Run 1, the clock network:
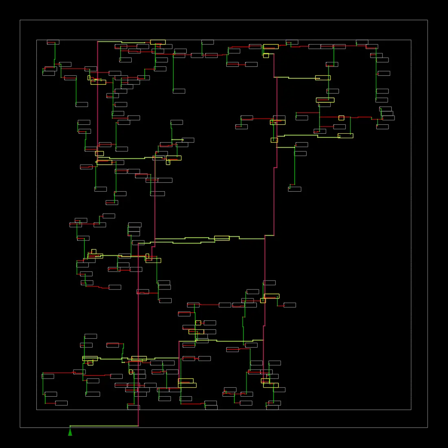
Run 1, routed clock nets over the placement:
Scale bar: 50 um.
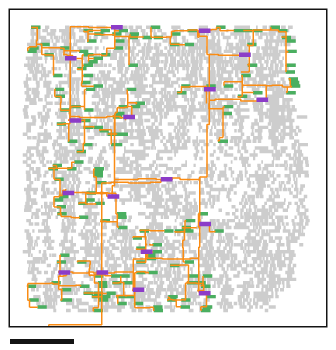
Run 1, power grid:
Pins as bars on the die edge. Tap cells in grey.
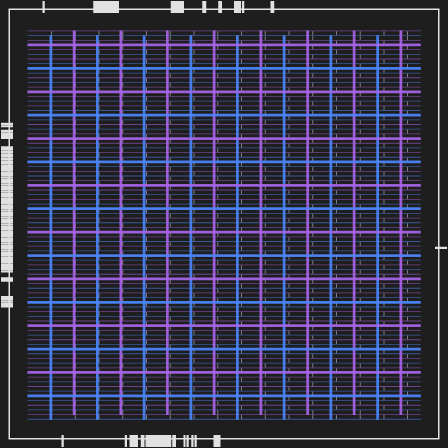
Run 1, logic cells by family:
Scale bar: 50 um.
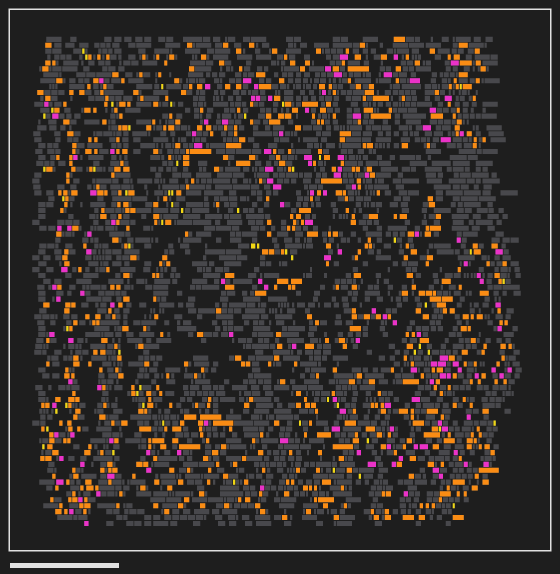
<file path="config.mk">
export PLATFORM = sky130hd
export DESIGN_NAME = cordic_rotator_flat
export DESIGN_NICKNAME = d
export VERILOG_FILES = /design/src/rtl/cordic_rotator_if.sv /design/src/rtl/cordic_rotator.sv /design/src/flat_wrapper.sv
export SDC_FILE = /design/constraint.sdc
export NUM_CORES = 1
export LEC_CHECK = 0
export CAP_MARGIN = 20
export CORE_MARGIN = 10
export CORE_UTILIZATION = 40
export DETAILED_ROUTE_END_ITERATION = 8
export PLACE_DENSITY = 0.58
export SYNTH_ARGS = -nofsm -noshare
export SYNTH_HDL_FRONTEND = slang
export SYNTH_SLANG_ARGS = --single-unit
</file>
<file path="constraint.sdc">
create_clock -name clk -period 6.25 [get_ports clk]
set_clock_uncertainty 0.15 [all_clocks]
set_input_delay 1.25 -clock clk [delete_from_list [all_inputs] [get_ports clk]]
set_output_delay 1.25 -clock clk [all_outputs]
set_load 0.05 [all_outputs]
</file>
<file path="src/rtl/cordic_rotator_if.sv">
// Valid/ready handshake bundle between the CORDIC engine and its producer/consumer.
interface cordic_rotator_if #(parameter int N = 32);
  logic                in_valid;
  logic                in_ready;
  logic signed [N-1:0] angle_in;
  logic                out_valid;
  logic                out_ready;
  logic signed [N-1:0] cos_out;
  logic signed [N-1:0] sin_out;

  modport master (output in_valid, angle_in, out_ready,
                  input  in_ready, out_valid, cos_out, sin_out);
  modport slave  (input  in_valid, angle_in, out_ready,
                  output in_ready, out_valid, cos_out, sin_out);
endinterface

</file>
<file path="src/rtl/cordic_rotator.sv">
// Iterative rotation-mode CORDIC: one micro-rotation per clock, Q3.29 angle in, cos/sin out.
module cordic_rotator #(
  parameter int N    = 32,
  parameter int ITER = 28
) (
  input  logic                clk,
  input  logic                rst,
  cordic_rotator_if.slave     bus,
  output logic [4:0]          j,
  input  logic signed [N-1:0] arctan
);
  localparam logic signed [N-1:0] PI      = 1686629713;
  localparam logic signed [N-1:0] HALF_PI = 843314857;
  localparam logic signed [N-1:0] K       = 326016437;

  typedef enum logic [1:0] {IDLE, RUN, DONE} state_t;

  state_t              state, nxt;
  logic signed [N-1:0] x, y, z, xn, yn, zn, zf, cos_q, sin_q;
  logic [4:0]          i;
  logic                neg, negf, accept, last;

  assign bus.in_ready  = (state == IDLE) && !rst;
  assign bus.out_valid = (state == DONE);
  assign bus.cos_out   = cos_q;
  assign bus.sin_out   = sin_q;
  assign j             = (state == RUN) ? i : 5'd0;
  assign accept        = bus.in_valid && bus.in_ready;
  assign last          = (i == 5'(ITER - 1));

  // Fold into [-pi/2, pi/2]; the result is negated at the end to compensate.
  always_comb begin
    zf   = bus.angle_in;
    negf = 1'b0;
    if (bus.angle_in > HALF_PI) begin
      zf   = bus.angle_in - PI;
      negf = 1'b1;
    end else if (bus.angle_in < -HALF_PI) begin
      zf   = bus.angle_in + PI;
      negf = 1'b1;
    end
  end

  always_comb begin
    if (!z[N-1]) begin
      xn = x - (y >>> i);
      yn = y + (x >>> i);
      zn = z - arctan;
    end else begin
      xn = x + (y >>> i);
      yn = y - (x >>> i);
      zn = z + arctan;
    end
  end

  always_ff @(posedge clk) begin
    if (rst) state <= IDLE;
    else     state <= nxt;
  end

  always_comb begin
    nxt = state;
    case (state)
      IDLE:    if (accept) nxt = RUN;
      RUN:     if (last) nxt = DONE;
      DONE:    if (bus.out_ready) nxt = IDLE;
      default: nxt = IDLE;
    endcase
  end

  always_ff @(posedge clk) begin
    if (rst) begin
      x <= '0; y <= '0; z <= '0; i <= '0; neg <= 1'b0;
      cos_q <= '0; sin_q <= '0;
    end else begin
      case (state)
        IDLE: if (accept) begin
          x   <= K;
          y   <= '0;
          z   <= zf;
          neg <= negf;
          i   <= '0;
        end
        RUN: begin
          x <= xn;
          y <= yn;
          z <= zn;
          i <= i + 5'd1;
          if (last) begin
            cos_q <= neg ? -xn : xn;
            sin_q <= neg ? -yn : yn;
          end
        end
        default: ;
      endcase
    end
  end
endmodule

</file>
<file path="src/flat_wrapper.sv">
// flat-port wrapper written by rule: the top's interface ports become plain ports
module cordic_rotator_flat 
#(
  parameter int N    = 32,
  parameter int ITER = 28
)
  (clk, rst, j, arctan, bus_in_valid, bus_angle_in, bus_out_ready, bus_in_ready, bus_out_valid, bus_cos_out, bus_sin_out);
  cordic_rotator_if #(.N(N)) bus_i ();
  input  logic clk;
  input  logic rst;
  output logic [4:0] j;
  input  logic signed [N-1:0] arctan;
  input wire logic [$bits(bus_i.in_valid)-1:0] bus_in_valid;
  input wire logic [$bits(bus_i.angle_in)-1:0] bus_angle_in;
  input wire logic [$bits(bus_i.out_ready)-1:0] bus_out_ready;
  output wire logic [$bits(bus_i.in_ready)-1:0] bus_in_ready;
  output wire logic [$bits(bus_i.out_valid)-1:0] bus_out_valid;
  output wire logic [$bits(bus_i.cos_out)-1:0] bus_cos_out;
  output wire logic [$bits(bus_i.sin_out)-1:0] bus_sin_out;
  assign bus_i.in_valid = bus_in_valid;
  assign bus_i.angle_in = bus_angle_in;
  assign bus_i.out_ready = bus_out_ready;
  assign bus_in_ready = bus_i.in_ready;
  assign bus_out_valid = bus_i.out_valid;
  assign bus_cos_out = bus_i.cos_out;
  assign bus_sin_out = bus_i.sin_out;
  cordic_rotator #(.N(N), .ITER(ITER)) u_core (.clk(clk), .rst(rst), .bus(bus_i), .j(j), .arctan(arctan));
endmodule
</file>
==> Slide: Implementation Results, run 1 <==
Synthesis and Place & Route Summary

Run status
  • Outcome: complete, but fails checks
  • Failing checks: negative setup slack

Routing
  • Routed WL: roughly 95 mm
  • WL/cell: ~23 um
  • Iter 0 DRT Violations: 2281
  • Final ANT Viol Nets: 0
  • Max layer used: met5

Floorplan
  • Row count: between 80 and 90
  • TAP cells: a little under 700
  • Core box area: between 50000 and 60000 sq um
  • Die ar.: 61900 sq um
  • FP Util: between 40% and 50%

Worst setup path
  • CP endpoint: u_core.bus.cos_out[31]
  • Critical Path End Type: flop
  • R2r setup slk: -0.38 ns
  • CP arrival: around 6.9 ns
  • Critical path class: reg -> reg
  • CP required: approximately 6.5 ns
  • Reg2reg start: u_core.i[1]
  • Critical path's largest stage delay: 0.52 ns
  • R2r endpoint: u_core.bus.cos_out[31]
  • CP top delay family: AND-OR/OR-AND gates

Yosys
  • Yosys warns: 0
  • Sequential cell area fraction in the yosys report: between 10% and 20%
  • Synth top cell by count: nor2_1
  • Top area cell types: dfxtp_1 (16%), ha_1 (6.4%), mux4_2 (6.3%), nor2_1 (5.9%), xor2_1 (5.6%)
  • Synth async-reset ratio: 0%
  • Compound Share, Synth: 27.6%
  • Yosys cell count: between 2k and 3k
  • Main flop type: dfxtp_1
  • Distinct cells, synth: around 100
  • Yosys reg bits: 168
  • Mux cell area share: a little under an eighth
  • Share of the synthesized area in the top cell type: 16.1%
  • Yosys Chip Area: about 21000 sq um
  • Synth logic family: AND-OR/OR-AND gates
  • Simple share: 22.6%
  • Syn Std Cell Area: 20900 sq um
  • Number of enable flip-flop cells: 0
  • Gate Count Post-Synth: approximately 2.7k

Finish
  • Final Cell Area: between 20000 and 30000 sq um
  • Logic share of the area: about three fifths
  • Area growth from synthesis to layout: 41.1%
  • Antenna cells: 0
  • Layout clock area frac: a little over 2%
  • Layout cell share with drive strength beyond 1: 31.1%
  • Final core occ: between 50% and 60%
  • Top cell excl fill/tap: buf_4
  • Fill cells: about 4.8k
  • Buffers excl. clock: a little over 800
  • Non-filler cells, final: 4098
  • Flop share of the area: between 10% and 20%
  • Comb gate area: about 18000 sq um

Clock tree
  • CTS root buffer: clkbuf_16
  • CTS tree: done
  • Clk slew on worst S/H paths: 0.07 ns
  • Number of H-tree levels: 4

Placed design
  • Dpl ws: -0.343 ns
  • GPL Wtd Cong: around 1.0
  • HPWL after detailed placement: between 70 and 80 mm
  • Cell count after placement: ~4k

Global route
  • Largest net degree at the start of global routing: 89
  • Met1 Usage GRT: between 30% and 40%
  • Vias in the first global route: approximately 24k
  • Grt ovf: 0
  • GR Util All Layers: a little under 30%

Final timing
  • Final Setup Violations: 11
  • Tightest Pin Transition: between 1 and 1.5 ns
  • Slew headroom: between 20% and 30%
  • Final worst slack: -0.385 ns

Power
  • Leakage power: around 12 nW
  • Part of the power in registers: about 8.2%
  • Top pwr grp: combinational logic
  • Peak VDD IR: approximately 450 uV
  • Comb. pwr: ~0.016 W

Run
  • Maximum Capacitance Violations: 0
Back to the opening pictures, 'the clock network':
flip-flops: 168
CTS buffer count: 17
clkbuf count: 20
clk sink count: 168
clk pwr: 0.00114 W

Back to the opening pictures, 'routed clock nets over the placement':
purple -> clock-net drivers  # count 17
orange -> clock wires  # length 2850 um
green -> flip-flops  # count 168
routed clock nets = 18
Clock power frac: 6.0%
Skew-Pair Late Insertion Delay: 0.51 ns

Back to the opening pictures, 'power grid':
purple -> VDD
blue -> VSS
met5 straps = 16
tap cells = 680
met4 straps = 16
met1 rails = 84

Back to the opening pictures, 'logic cells by family':
magenta -> and/or cells  # cells 134, most used and2_1, where spread over the die
yellow -> inv cells  # cells 57, most used inv_1, where spread over the die
orange -> aoi and oai cells  # cells 677, most used a21oi_1, where spread over the die

==> run 2: changes to the inputs <==
--- a/config.mk
+++ b/config.mk
@@ -5,11 +5,13 @@
 export SDC_FILE = /design/constraint.sdc
 export NUM_CORES = 1
 export LEC_CHECK = 0
+export ABC_CLOCK_PERIOD_IN_PS = 6250
 export CAP_MARGIN = 20
 export CORE_MARGIN = 10
 export CORE_UTILIZATION = 40
 export DETAILED_ROUTE_END_ITERATION = 8
 export PLACE_DENSITY = 0.58
+export RECOVER_POWER = 50
 export SYNTH_ARGS = -nofsm -noshare
 export SYNTH_HDL_FRONTEND = slang
 export SYNTH_SLANG_ARGS = --single-unit
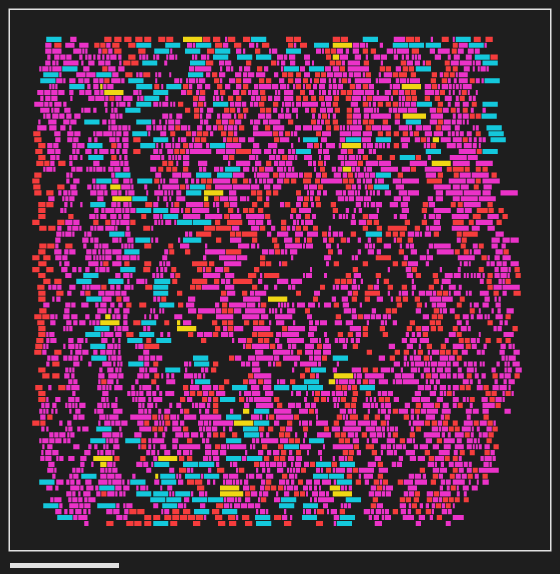
Run 2: cells coloured by class
Scale bar: 50 um.
red -> remaining buffers and delay cells  # cells 831
yellow -> clock drivers and dummy loads  # cells 32
magenta -> remaining logic cells  # cells 2387
cyan -> registers  # cells 168
row count: 83
flop share of the area: 11.4%
Final Cell Area: 29600 sq um
final core occ: 57.3%
core box area: 51600 sq um

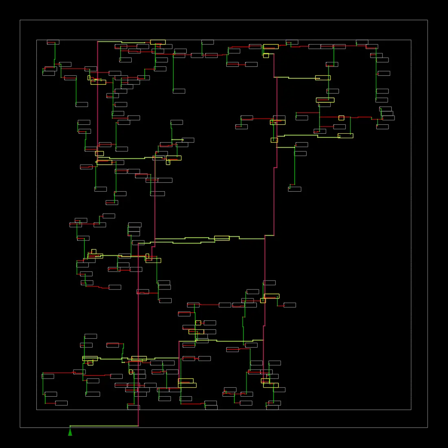
Run 2: the clock network

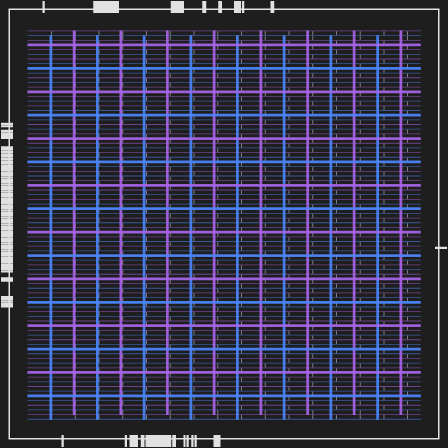
Run 2: power grid
Pins as bars on the die edge. Tap cells in grey.
purple -> VDD
blue -> VSS
signal pins = 139
met1 rails = 84

==> Slide: Implementation Results, run 2 <==
Synthesis and Place & Route Summary

Run status
  • Outcome: complete, but fails checks
  • Failing checks: negative setup slack

Finish
  • Layout clock area frac: under 10%
  • Fill cells: ~4.8k
  • Flip-flops: ~170
  • Non-filler cells, final: between 4k and 5k
  • Multi-In Gates: around 2.3k
  • Clkbuf count: 20
  • Nets: around 3.6k
  • Most frequent cells in the layout: buf_4 (664), nor2_1 (317), nand2_1 (209), a21oi_1 (197), dfxtp_1 (162)
  • Area growth from synthesis to layout: 41.1%
  • Inverters, non-clock: roughly 57
  • Top cell excl fill/tap: buf_4
  • Seq. cell area: roughly 3400 sq um
  • Top cell category: combinational gates
  • Layout cell share with drive strength beyond 1: a little under a third
  • Logic share of the area: between 50% and 60%
  • Buffers excl. clock: around 830
  • Antenna cells: 0
  • Comb gate area: between 15000 and 20000 sq um

Final timing
  • Max Slew Vio Count: 0
  • Fin. Hold Viols: 0
  • Final period utilization: 106%
  • Hold WS: 0.309 ns
  • Slew headroom: about a quarter
  • Final setup TNS: -1.66 ns
  • Final worst slack: -0.385 ns
  • Period minus WS final: 6.63 ns
  • F_max: approximately 150 MHz
  • Final Setup Violations: 11
  • Tightest Pin Transition: roughly 1.1 ns

Power
  • P_int: 0.00962 W
  • Sw Pwr: ~0.009 W
  • Part of the power in registers: slightly above 8%
  • Clk pwr: roughly 0.0011 W
  • Top pwr grp: combinational logic
  • Peak VDD IR: 446 uV
  • Clock power frac: under 10%
  • Sequential power: around 0.0016 W
  • Power consumption: approximately 0.019 W
  • Comb. pwr: approximately 0.016 W
  • Leakage power: about 12 nW
  • Comb power frac: 85.8%
  • Power per cell area: 639 nW/um^2
  • Switching part of the total: between 40% and 50%

Clock tree
  • Number of H-tree levels: 4
  • Clk slew on worst S/H paths: ~0.07 ns
  • Post-CTS Setup Repair Bufs: 22
  • CTS tree: done
  • CTS root buffer: clkbuf_16
  • Clk sink count: 168
  • CTS buffer count: 17
  • Skew-Pair Late Insertion Delay: about 0.51 ns
  • Max clock buf depth: 2
  • CTS Hold Bufs: 0

Global route
  • First-pass GRT wire length: 143 mm
  • Met3 GRT Util: roughly 5.4%
  • Grt ovf: 0
  • Vias in the first global route: roughly 24k
  • Most crowded layer after global routing: met2
  • Largest net degree at the start of global routing: between 80 and 90
  • GR Util All Layers: 28.8%
  • Met2 Usage GRT: a little under half
  • Initial antenna violation count: 1
  • Met1 Usage GRT: about two fifths

Min path
  • Hold Path End: u_core.bus.sin_out[25]
  • Hold path depth: 2
  • Type of the most critical hold path: reg -> reg
  • Hold path start: u_core.bus.sin_out[25]

Worst setup path
  • R2r endpoint: u_core.bus.cos_out[31]
  • CP required: approximately 6.5 ns
  • CP endpoint: u_core.bus.cos_out[31]
  • Critical path's largest stage delay: 0.52 ns
  • R2r setup slk: -0.38 ns
  • Setup crit start: u_core.i[1]
  • R2R cell count: 25
  • Reg2reg start: u_core.i[1]
  • Critical path class: reg -> reg
  • Buffer and inverter count on the worst path: 3
  • Stages on worst setup path: 25
  • CP max FO: 7
  • Crit-path slowest cell: mux4_2
  • Startpoint type of the worst setup path: flop
  • Critical Path End Type: flop
  • CP top delay family: AND-OR/OR-AND gates
  • CP arrival: approximately 6.9 ns

Floorplan
  • I/O Pins: 139
  • TAP cells: roughly 700
  • Die Width: 249 um
  • Die span in y: around 250 um
  • Die ar.: roughly 62000 sq um
  • FP Util: around two fifths

Routing
  • Max layer used: met5
  • Vias after detailed routing: 25.0k
  • Post-route DRC: 0
  • Final ANT Viol Nets: 0
  • Vias per inst: just over 6
  • DRT met1 WL: 41.7 mm
  • Iter 0 DRT Violations: between 2k and 2.5k
  • Drt first pass iters: 6
  • Routed WL: 95.3 mm
  • Met3 wire len: around 7.2 mm
  • WL/cell: between 20 and 25 um

Placed design
  • GPL Wtd Cong: 0.995
  • IO Port Bufs: between 100 and 150
  • Post-place instance area: approximately 27000 sq um
  • Dpl ws: -0.343 ns
  • HPWL after detailed placement: 74.1 mm
  • Cell count after placement: approximately 4.0k

Yosys
  • Sequential cell area fraction in the yosys report: roughly 16%
  • Synthesized area per cell: between 7 and 8 sq um
  • Synth top cell by count: nor2_1
  • Yosys cell count: between 2k and 3k
  • Number of enable flip-flop cells: 0
  • Synthesized Nets: slightly below 3k
  • Mux cell area share: around an eighth
  • Yosys reg bits: between 150 and 200
  • Yosys Chip Area: approximately 21000 sq um
  • Compound Share, Synth: 27.6%
  • Yosys warns: 0
  • Top area cell types: dfxtp_1 (16%), ha_1 (6.4%), mux4_2 (6.3%), nor2_1 (5.9%), xor2_1 (5.6%)
  • Simple share: ~23%
  • Syn Std Cell Area: around 21000 sq um
  • Distinct cells, synth: ~99
  • Main flop type: dfxtp_1
  • Synth logic family: AND-OR/OR-AND gates
  • Share of the synthesized area in the top cell type: 16.1%
  • Commonest cells post-synth: nor2_1 (327), a21oi_1 (218), nand2_1 (214)
  • Gate Count Post-Synth: 2748
  • Area leader, netlist: dfxtp_1
  • Xor/xnor share: roughly a tenth
  • Adder Share, Synth: 6.68%
  • Synth async-reset ratio: 0%

Run
  • Maximum Capacitance Violations: 0
  • Log Warnings: 36
Power is estimated from default activity; no workload was simulated.
